$ cat config.mk
export PLATFORM = sky130hd
export DESIGN_NAME = divider_iter
export DESIGN_NICKNAME = d
export VERILOG_FILES = /design/src/rtl/divider_iter.sv
export SDC_FILE = /design/constraint.sdc
export NUM_CORES = 1
export LEC_CHECK = 0
export ABC_AREA = 1
export CAP_MARGIN = 10
export CELL_PAD_IN_SITES_DETAIL_PLACEMENT = 1
export CELL_PAD_IN_SITES_GLOBAL_PLACEMENT = 2
export CORE_MARGIN = 2
export CORE_UTILIZATION = 32
export CTS_CLUSTER_SIZE = 14
export DETAILED_ROUTE_END_ITERATION = 16
export PLACE_DENSITY = 0.89
export SLEW_MARGIN = 0
export SYNTH_ARGS = -nofsm -noshare
export SYNTH_HDL_FRONTEND = slang
export SYNTH_SLANG_ARGS = --single-unit
export TNS_END_PERCENT = 10
$ cat constraint.sdc
create_clock -name clk -period 2.9 [get_ports clk]
set_clock_uncertainty 0.2 [all_clocks]
set_input_delay 0.58 -clock clk [delete_from_list [all_inputs] [get_ports clk]]
set_output_delay 0.58 -clock clk [all_outputs]
set_load 0.02 [all_outputs]
$ cat src/rtl/divider_iter.sv
// divider_iter: multi-cycle radix-2 restoring integer divider for the EX stage.
// Each cycle produces one quotient bit from the operand magnitudes. The signs
// are applied in a final FIX cycle. Results follow MIPS HI/LO semantics:
// lo is the quotient and hi is the remainder.
//
// Optional build macro: DIV_EARLY_OUT_EN. When it is defined, an operation
// skips CALC if the divisor is zero or |srca| < |srcb|.
//
// Handshake: start is sampled only in IDLE. busy is high while an operation is
// in flight. done is a one-cycle pulse, and hi/lo are valid from that cycle
// until the next FIX. cancel has the highest priority. It drops any in-flight
// operation without a done pulse and leaves hi/lo unchanged. In IDLE, cancel
// also blocks start. A start that arrives while busy is ignored.
//
// Ports:
//   clk, resetn         clock, asynchronous active-low reset
//   start, sign, cancel request / signed(1)-unsigned(0) / flush
//   srca, srcb          dividend / divisor, sampled with start
//   busy, done          operation in flight / result pulse
//   hi, lo              remainder / quotient registers
//   state_o             debug view of the FSM state
module divider_iter #(
  parameter int WIDTH = 32
) (
  input  logic             clk,
  input  logic             resetn,
  input  logic             start,
  input  logic             sign,
  input  logic             cancel,
  input  logic [WIDTH-1:0] srca,
  input  logic [WIDTH-1:0] srcb,
  output logic             busy,
  output logic             done,
  output logic [WIDTH-1:0] hi,
  output logic [WIDTH-1:0] lo,
  output logic [1:0]       state_o
);

  localparam int CW = $clog2(WIDTH);

  typedef enum logic [1:0] {
    S_IDLE = 2'd0,
    S_CALC = 2'd1,
    S_FIX  = 2'd2
  } state_t;

  state_t            state_q;
  logic [CW-1:0]     cnt_q;
  logic              sign_q, a_neg_q, b_neg_q;
  logic [WIDTH-1:0]  srca_q;
  logic [WIDTH-1:0]  dvd_q;   // dividend bits shift out, quotient bits shift in
  logic [WIDTH-1:0]  dvs_q;   // divisor magnitude
  logic [WIDTH-1:0]  rem_q;   // partial remainder
  logic              busy_q, done_q;
  logic [WIDTH-1:0]  hi_q, lo_q;

  // Operand magnitudes, as seen in IDLE.
  logic [WIDTH-1:0]  a_mag, b_mag;
  logic              early;
  // One restoring step.
  logic [WIDTH:0]    shift_w;
  logic              q_bit;
  logic [WIDTH-1:0]  rem_d, dvd_d;
  // Sign fix-up.
  logic              q_neg, r_neg;
  logic [WIDTH-1:0]  quo_fix_d, rem_fix_d;

  always_comb begin
    a_mag = (sign && srca[WIDTH-1]) ? -srca : srca;
    b_mag = (sign && srcb[WIDTH-1]) ? -srcb : srcb;
`ifdef DIV_EARLY_OUT_EN
    early = (b_mag == '0) || (a_mag < b_mag);
`else
    early = 1'b0;
`endif
    // The compare is WIDTH+1 bits wide, so the bit shifted out of rem_q is
    // never lost.
    shift_w = {rem_q, dvd_q[WIDTH-1]};
    q_bit   = (shift_w >= {1'b0, dvs_q});
    rem_d   = q_bit ? (shift_w[WIDTH-1:0] - dvs_q) : shift_w[WIDTH-1:0];
    dvd_d   = {dvd_q[WIDTH-2:0], q_bit};

    q_neg     = sign_q & (a_neg_q ^ b_neg_q);
    r_neg     = sign_q & a_neg_q;
    quo_fix_d = q_neg ? -dvd_q : dvd_q;
    rem_fix_d = r_neg ? -rem_q : rem_q;
  end

  always_ff @(posedge clk or negedge resetn) begin
    if (!resetn) begin
      state_q <= S_IDLE;
      cnt_q   <= '0;
      sign_q  <= 1'b0;
      a_neg_q <= 1'b0;
      b_neg_q <= 1'b0;
      srca_q  <= '0;
      dvd_q   <= '0;
      dvs_q   <= '0;
      rem_q   <= '0;
      busy_q  <= 1'b0;
      done_q  <= 1'b0;
      hi_q    <= '0;
      lo_q    <= '0;
    end else begin
      done_q <= 1'b0;
      case (state_q)
        S_IDLE: begin
          if (start && !cancel) begin
            sign_q  <= sign;
            a_neg_q <= srca[WIDTH-1];
            b_neg_q <= srcb[WIDTH-1];
            srca_q  <= srca;
            dvs_q   <= b_mag;
            cnt_q   <= CW'(WIDTH - 1);
            busy_q  <= 1'b1;
            if (early) begin
              // Quotient is 0 and the remainder is the whole dividend.
              rem_q   <= a_mag;
              dvd_q   <= '0;
              state_q <= S_FIX;
            end else begin
              rem_q   <= '0;
              dvd_q   <= a_mag;
              state_q <= S_CALC;
            end
          end
        end
        S_CALC: begin
          if (cancel) begin
            state_q <= S_IDLE;
            busy_q  <= 1'b0;
          end else begin
            rem_q <= rem_d;
            dvd_q <= dvd_d;
            if (cnt_q == '0) state_q <= S_FIX;
            else             cnt_q   <= cnt_q - CW'(1);
          end
        end
        S_FIX: begin
          state_q <= S_IDLE;
          busy_q  <= 1'b0;
          if (!cancel) begin
            done_q <= 1'b1;
            if (dvs_q == '0) begin
              lo_q <= '1;
              hi_q <= srca_q;
            end else begin
              lo_q <= quo_fix_d;
              hi_q <= rem_fix_d;
            end
          end
        end
        default: begin
          state_q <= S_IDLE;
          busy_q  <= 1'b0;
        end
      endcase
    end
  end

  assign busy    = busy_q;
  assign done    = done_q;
  assign hi      = hi_q;
  assign lo      = lo_q;
  assign state_o = state_q;

endmodule

Sequential cells colored by netlist name:
Drawn at 2 px/um. Other sequential cells in the stronger gray, the rest of the logic in the fainter gray.
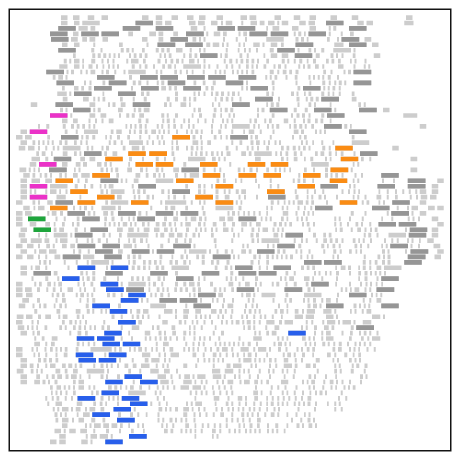
state_o -> green  # flops 2
cnt_q -> magenta  # flops 5
dvs_q -> blue  # flops 32, where lower left
srca_q -> orange  # flops 31
not colored = 133

==> impl_metrics.yaml <==
# synthesis and place-and-route metrics
outcome:
  outcome: "finished clean"
sta:
  hold_ws_ns: 0.279
  period_needed_ns: 2.73
  period_used_pct: 94.3
  rsz0062_at_grt: "false"
pwr:
  total_power_mw: 15.5
final_layout:
  final_nets: 2569
  clock_buffers: 33
  nNonClkBuffers: 187
  final_cell_area_mm2: 0.0180
hold_path:
  hp-class: "reg2reg"
  min-delay-start: "dvs_q[24]"
routing:
  top_layer: "met4"
clocking:
  cts_buffer_depth: 3
  cts_buffers: 25
worst_setup_path:
  endpoint_kind: "flop"
  startpoint_type: "flop"
  rrSetupSlack_ns: 0.17
  critPathTopFamily: "simple AND/OR/NAND/NOR gates"
placed_design:
  dp_cells: 3040
global_routing:
  grt_start_max_net_pins: 102
logic_synthesis:
  yosys-top-cells-count: "nand2_1 (735), inv_1 (310), nand3_1 (239)"
Track usage over the die:
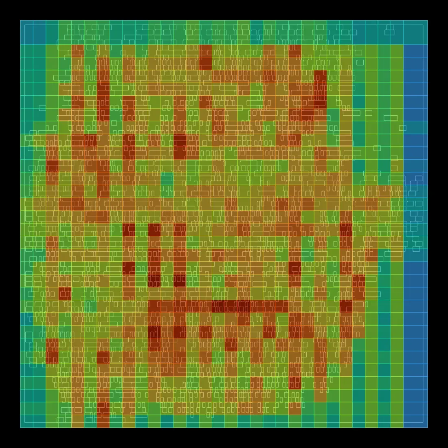
Total GRT Usage: 23.9%
routed len/inst: 18.6 um
met1 global-route usage: 34.0%
M3 GR Usage: 3.62%

Power and IR drop assume default switching activity.
